File: src/rtl/des_subkey_sched_if.sv
// Key-load and subkey-emit handshakes of the DES subkey scheduler.
interface des_subkey_sched_if;
    logic        key_valid;
    logic        key_ready;
    logic [1:64] key;
    logic        decrypt;
    logic        sk_valid;
    logic        sk_ready;
    logic [1:48] sk;
    logic [3:0]  sk_idx;
    logic        sk_last;
    logic        parity_err;

    modport master (
        output key_valid, key, decrypt, sk_ready,
        input  key_ready, sk_valid, sk, sk_idx,
        input  sk_last, parity_err
    );

    modport slave (
        input  key_valid, key, decrypt, sk_ready,
        output key_ready, sk_valid, sk, sk_idx,
        output sk_last, parity_err
    );
endinterface

File: src/rtl/des_subkey_sched.sv
// Iterative DES round-key generator: one PC-2 subkey per handshake,
// K1..K16 via left rotations or K16..K1 via right rotations of C/D.
module des_subkey_sched #(
    parameter bit PARITY_CHECK = 1'b1
) (
    input logic               clk,
    input logic               rst,
    des_subkey_sched_if.slave bus
);
    localparam logic [0:0] IDLE = 1'b0;
    localparam logic [0:0] RUN  = 1'b1;

    localparam int PC1_T [56] = '{
        57, 49, 41, 33, 25, 17,  9,
         1, 58, 50, 42, 34, 26, 18,
        10,  2, 59, 51, 43, 35, 27,
        19, 11,  3, 60, 52, 44, 36,
        63, 55, 47, 39, 31, 23, 15,
         7, 62, 54, 46, 38, 30, 22,
        14,  6, 61, 53, 45, 37, 29,
        21, 13,  5, 28, 20, 12,  4
    };

    localparam int PC2_T [48] = '{
        14, 17, 11, 24,  1,  5,
         3, 28, 15,  6, 21, 10,
        23, 19, 12,  4, 26,  8,
        16,  7, 27, 20, 13,  2,
        41, 52, 31, 37, 47, 55,
        30, 40, 51, 45, 33, 48,
        44, 49, 39, 56, 34, 53,
        46, 42, 50, 36, 29, 32
    };

    // Bit i set means round i+1 shifts by two instead of one.
    localparam logic [0:15] SH2 = 16'b0011_1111_0111_1110;

    function automatic logic [1:56] pc1(input logic [1:64] k);
        logic [1:56] r;
        for (int i = 0; i < 56; i++) r[i+1] = k[PC1_T[i]];
        return r;
    endfunction

    function automatic logic [1:48] pc2(
        input logic [1:28] c,
        input logic [1:28] d
    );
        logic [1:56] cd;
        logic [1:48] r;
        cd = {c, d};
        for (int i = 0; i < 48; i++) r[i+1] = cd[PC2_T[i]];
        return r;
    endfunction

    function automatic logic [1:28] rot(
        input logic [1:28] v,
        input logic        right,
        input logic        two
    );
        logic [1:28] r;
        unique case (1'b1)
            !right && !two: r = {v[2:28], v[1]};
            !right &&  two: r = {v[3:28], v[1:2]};
            right  && !two: r = {v[28], v[1:27]};
            default:        r = {v[27:28], v[1:26]};
        endcase
        return r;
    endfunction

    function automatic logic parity_bad(input logic [1:64] k);
        logic e;
        e = 1'b0;
        for (int b = 0; b < 8; b++)
            if (!(^k[8*b+1 +: 8])) e = 1'b1;
        return e;
    endfunction

    logic [0:0]  state;
    logic [1:28] c_q, d_q;
    logic [1:28] c_ld, d_ld;
    logic [1:28] c_nx, d_nx;
    logic [1:56] cd0;
    logic [1:48] sk_q;
    logic [3:0]  idx_q;
    logic [3:0]  sh_idx;
    logic        dec_q;
    logic        perr_q;
    logic        accept;
    logic        adv;

    assign bus.key_ready  = ~rst & (state == IDLE);
    assign bus.sk_valid   = (state == RUN);
    assign bus.sk         = sk_q;
    assign bus.sk_idx     = idx_q;
    assign bus.sk_last    = (state == RUN) && (idx_q == 4'd15);
    assign bus.parity_err = perr_q;

    assign accept = bus.key_valid & bus.key_ready;
    assign adv    = bus.sk_valid & bus.sk_ready;

    // Encrypt preloads C1/D1; decrypt starts from C0/D0, which equals C16/D16.
    always_comb begin
        cd0    = pc1(bus.key);
        c_ld   = bus.decrypt ? cd0[1:28]
                             : rot(cd0[1:28], 1'b0, 1'b0);
        d_ld   = bus.decrypt ? cd0[29:56]
                             : rot(cd0[29:56], 1'b0, 1'b0);
        sh_idx = dec_q ? 4'd15 - idx_q : idx_q + 4'd1;
        c_nx   = rot(c_q, dec_q, SH2[sh_idx]);
        d_nx   = rot(d_q, dec_q, SH2[sh_idx]);
    end

    always_ff @(posedge clk) begin
        if (rst) begin
            state  <= IDLE;
            c_q    <= '0;
            d_q    <= '0;
            sk_q   <= '0;
            idx_q  <= '0;
            dec_q  <= 1'b0;
            perr_q <= 1'b0;
        end else begin
            unique case (1'b1)
                state == IDLE: begin
                    if (accept) begin
                        state  <= RUN;
                        c_q    <= c_ld;
                        d_q    <= d_ld;
                        sk_q   <= pc2(c_ld, d_ld);
                        idx_q  <= '0;
                        dec_q  <= bus.decrypt;
                        perr_q <= PARITY_CHECK && parity_bad(bus.key);
                    end
                end
                default: begin
                    if (adv) begin
                        c_q   <= c_nx;
                        d_q   <= d_nx;
                        sk_q  <= pc2(c_nx, d_nx);
                        idx_q <= idx_q + 4'd1;
                        if (idx_q == 4'd15) state <= IDLE;
                    end
                end
            endcase
        end
    end
endmodule

File: src/flat_wrapper.sv
// flat-port wrapper written by rule: the top's interface ports become plain ports
module des_subkey_sched_flat 
#(
    parameter bit PARITY_CHECK = 1'b1
)
  (clk, rst, bus_key_valid, bus_key, bus_decrypt, bus_sk_ready, bus_key_ready, bus_sk_valid, bus_sk, bus_sk_idx, bus_sk_last, bus_parity_err);
  des_subkey_sched_if bus_i ();
  input logic clk;
  input logic rst;
  input wire logic [$bits(bus_i.key_valid)-1:0] bus_key_valid;
  input wire logic [$bits(bus_i.key)-1:0] bus_key;
  input wire logic [$bits(bus_i.decrypt)-1:0] bus_decrypt;
  input wire logic [$bits(bus_i.sk_ready)-1:0] bus_sk_ready;
  output wire logic [$bits(bus_i.key_ready)-1:0] bus_key_ready;
  output wire logic [$bits(bus_i.sk_valid)-1:0] bus_sk_valid;
  output wire logic [$bits(bus_i.sk)-1:0] bus_sk;
  output wire logic [$bits(bus_i.sk_idx)-1:0] bus_sk_idx;
  output wire logic [$bits(bus_i.sk_last)-1:0] bus_sk_last;
  output wire logic [$bits(bus_i.parity_err)-1:0] bus_parity_err;
  assign bus_i.key_valid = bus_key_valid;
  assign bus_i.key = bus_key;
  assign bus_i.decrypt = bus_decrypt;
  assign bus_i.sk_ready = bus_sk_ready;
  assign bus_key_ready = bus_i.key_ready;
  assign bus_sk_valid = bus_i.sk_valid;
  assign bus_sk = bus_i.sk;
  assign bus_sk_idx = bus_i.sk_idx;
  assign bus_sk_last = bus_i.sk_last;
  assign bus_parity_err = bus_i.parity_err;
  des_subkey_sched #(.PARITY_CHECK(PARITY_CHECK)) u_core (.clk(clk), .rst(rst), .bus(bus_i));
endmodule
File: config.mk
export PLATFORM = sky130hd
export DESIGN_NAME = des_subkey_sched_flat
export DESIGN_NICKNAME = d
export VERILOG_FILES = /design/src/rtl/des_subkey_sched_if.sv /design/src/rtl/des_subkey_sched.sv /design/src/flat_wrapper.sv
export SDC_FILE = /design/constraint.sdc
export NUM_CORES = 1
export LEC_CHECK = 0
export CAP_MARGIN = 20
export CELL_PAD_IN_SITES_DETAIL_PLACEMENT = 2
export CELL_PAD_IN_SITES_GLOBAL_PLACEMENT = 2
export CORE_ASPECT_RATIO = 0.5
export CORE_MARGIN = 5
export CORE_UTILIZATION = 27
export DETAILED_ROUTE_END_ITERATION = 16
export PLACE_DENSITY = 0.86
export RECOVER_POWER = 25
export SKIP_CTS_REPAIR_TIMING = 1
export SYNTH_ARGS = -nofsm -noshare
export SYNTH_HDL_FRONTEND = slang
export SYNTH_SLANG_ARGS = --single-unit
File: constraint.sdc
create_clock -name clk -period 2.3 [get_ports clk]
set_clock_uncertainty 0.15 [all_clocks]
set_input_delay 0.69 -clock clk [delete_from_list [all_inputs] [get_ports clk]]
set_output_delay 0.69 -clock clk [all_outputs]
set_load 0.01 [all_outputs]
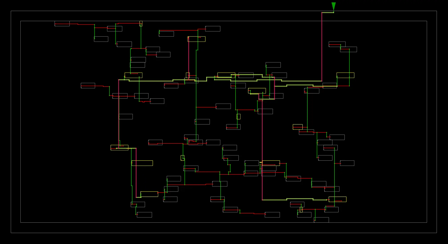
run_1/clock_nets.png
CTS Sinks: 63
# clk buffers: 12
CTS Buf Count: 9

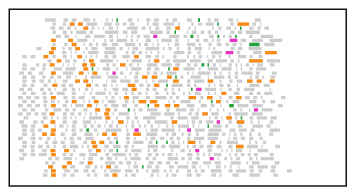
run_1/gates.png
Scale: 1.5 px per µm.
family	color	cells
non-inverting ao/oa cells	magenta	11
nand cells	green	28
mux cells	orange	95

==> impl_metrics.ini, run 1 <==
; physical design summary
[pwr]
power_leader = combinational logic
power_density_nw_per_um2 = 570
peakVddDrop_v = 0.000284
powerClk_uw = 1480
power_frac_comb_pct = 47.0
clockPowerShare_pct = 27.4
p_seq_share_pct = 25.6
netSwitchingPower_uw = 2230
p_int_uw = 3190
leakagePower_uw = 0.00361

[drt]
wl_met3_um = 4390
wl_met1_um = 16900
vias = 8173
postRouteAntennaNets = 0
drt_iter0_markers = 1181

[outcome]
violations = setup timing
outcome = complete, but fails checks

[timing]
setup_viol = 61
setup_slack_ns = -0.399
fin_hold_ws_ns = 0.430
rsz0062_at_grt = yes
slew_headroom_pct = 34.8
hold_viol_final = 0

[finish]
final_cells = 1285
ff_latch_area_um2 = 1310
utilization_pct = 42.0
layout.nets = 1043
fin_area_um2 = 9510
antenna_cells = 0
drive_gt1_share_pct = 32.7

[synthesis]
edf_count = 0
numSynthFlops = 63
yosys_cells = 793
dominantRegCellSynth = dfxtp_1
xor_area_share_pct = 8.51
mux_area_share_pct = 16.4
simple_gate_share_pct = 13.1
synth_top_area_share_pct = 20.5
yosys.area.top_type = dfxtp_1
ys_types = 56
synthTopCellsByCount = nor2_1, a21oi_1, mux2i_1
syn_inst = 793
syn_area_per_cell_um2 = 7.77
async_flop_share_pct = 0
aoi_share_pct = 28.6
synth_warnings = 0

[grt]
antenna_found_initial = 5
overflow = 0
grt_busiest_layer = met2
grt_pass1_vias = 8522

[min_path]
min_to = u_core.bus.sk[22]
worstHoldPathType = reg -> reg

[worst_setup_path]
worstReg2RegEnd = u_core.bus.sk[5]
cp.arrival_ns = 2.76
crit_fanout = 10
worst_setup_path_start_kind = register
startpoint = u_core.bus.sk_idx[0]
reg2reg_depth = 10
critical_path_class = reg -> reg
worst-r2r-setup-slack_ns = -0.40

[placement]
pre_cts_ws_ns = -0.338
placed_cells = 1251
postPlaceCellArea_um2 = 8370
io_buffers = 124

[flow_run]
maxCapViolCount = 0

[die]
die_h_um = 117
floorplan.core_util_pct = 27.2

[cts]
ctsLongestPathBuffers = 2
ctsRootBufferMaster = clkbuf_16
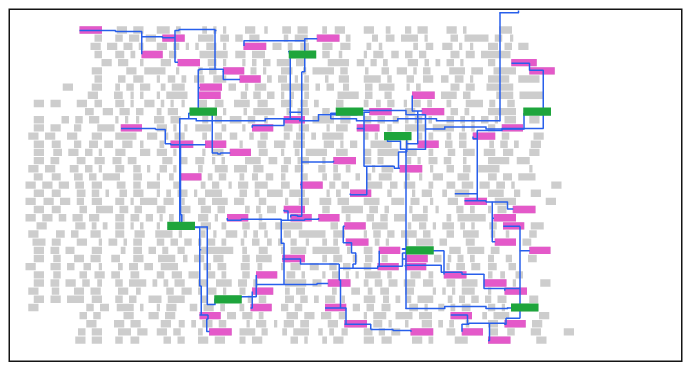
run_1/clock_wires.png
Scale: 3 px per µm.
[flip-flops] magenta | count: 63
[clock-net drivers] green | count: 9
[clock wires] blue | length: 1,410 µm
routed clock nets	10

[run 1: worst max-delay path: stages, from the launching register on]
cell,delay [ns]
dfxtp_4,0.37
ha_4,0.19
xor2_1,0.14
or3_4,0.34
o21ai_4,0.11
mux2i_4,0.11
buf_12,0.16
buf_12,0.15
mux2_4,0.22
o211ai_1,0.11
a221oi_1,0.49
[run 1: sequential cells by signal, indices dropped and copies added (netlist names)]
signal and count:
u_core.bus.sk 47, u_core.c_q 5, u_core.bus.sk_idx 4, u_core.d_q 4
u_core.bus.parity_err 1, u_core.bus.sk_valid 1, u_core.dec_q 1
[run 1: final cells by class]
type	count	share of cell area (%)
tap	307	4.04
clock inverter	4	0.473
multi-input combinational	592	49.4
sequential	63	13.7
inverter	19	0.750
clock buffer	12	2.59
timing repair buffer	288	29.0
## Run 2: what changed since run 1
SLEW_MARGIN = 20   (was default)
==> run 2 against run 1 <==
The run still ends with setup timing left. Register-to-register slack about the same. Critical path depth did not move. Combinational power barely moved. Global-route usage is the same. Fmax stayed put.
==> impl_metrics.ini, run 2 <==
; physical design summary
[outcome]
outcome = complete, but fails checks
violations = setup timing

[synthesis]
async_flop_share_pct = 0
syn_area_per_cell_um2 = 7.77
yosys.area.top_type = dfxtp_1
synth_top_area_share_pct = 20.5
xor_area_share_pct = 8.51
simple_gate_share_pct = 13.1
mux_area_share_pct = 16.4
dominantRegCellSynth = dfxtp_1
ys_types = 56

[worst_setup_path]
critical_path_class = reg -> reg
crit_path_frequent_cell = buf_12
crit_fanout = 10
cp_slowest_cell = a221oi_1
worstReg2RegEnd = u_core.bus.sk[5]
cp_cell_sequence = ha_4, xor2_1, or3_4, o21ai_4, mux2i_4, buf_12, buf_12, mux2_4, o211ai_1, a221oi_1
cp.arrival_ns = 2.76
cp_slowest_stage_delay_ns = 0.49
critical-path-top-delay-family = AND-OR/OR-AND gates
worst-r2r-setup-slack_ns = -0.40

[timing]
setup_viol = 61
slew_headroom_pct = 34.8
fin_hold_ws_ns = 0.430
setup_slack_ns = -0.399
hold_viol_final = 0
rsz0062_at_grt = yes

[drt]
wl_met1_um = 16900
vias = 8173
postRouteAntennaNets = 0
drt_iter0_markers = 1181

[die]
die_h_um = 117
floorplan.core_util_pct = 27.2

[placement]
pre_cts_ws_ns = -0.338
postPlaceCellArea_um2 = 8370

[cts]
ctsRootBufferMaster = clkbuf_16
cts_buffers = 9
clkSinkCount = 63

[pwr]
leakagePower_uw = 0.00361
netSwitchingPower_uw = 2230
power_leader = combinational logic
p_seq_share_pct = 25.6
p_int_uw = 3190

[finish]
antenna_cells = 0

[flow_run]
maxCapViolCount = 0

[min_path]
min_to = u_core.bus.sk[22]

[grt]
overflow = 0
[run 2: cell counts in the layout (fill, tap and decap cells not counted)]
Identical to the previous run, type by type.
[run 2: layout make-up]
cell class / instances / area, µm²
clock buffers: 12 / 246
clock inverters: 4 / 45.0
fillers: 2458 / 13100
inverters: 19 / 71.3
multi-input cells: 592 / 4700
flip-flops and latches: 63 / 1310
well taps: 307 / 384
repair buffers: 288 / 2760
[run 2: cells by family after synthesis]
logic type | Yosys count
AND-OR/OR-AND | 252
AND/OR/NAND/NOR | 185
buffers and inverters | 138
multiplexers | 95
flip-flops | 63
XOR/XNOR | 59
adder cells (fa/ha/maj) | 1
[run 2: metal layers]
layer	up-vias	GRT usage (%)
met5	-	0
met4	10	13.2
met3	197	9.12
met2	612	48.1
met1	4088	33.6
li1	3266	-
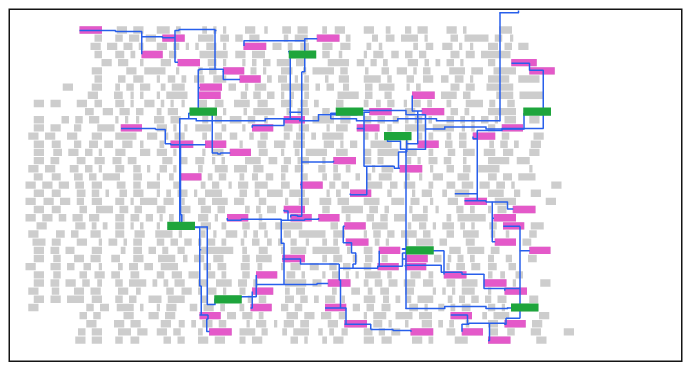
run_2/clock_wires.png
Scale: 3 px per µm.
[clock wires] blue | length: 1,410 µm
[clock-net drivers] green | count: 9
[flip-flops] magenta | count: 63
routed clock nets	10

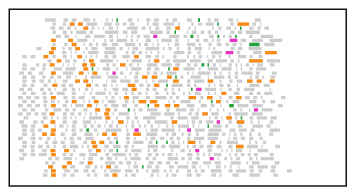
run_2/gates.png
Scale: 1.5 px per µm.
family	color	cells
nand cells	green	28
non-inverting ao/oa cells	magenta	11
mux cells	orange	95

No activity file was given, so power comes from the tool's default toggle rates.
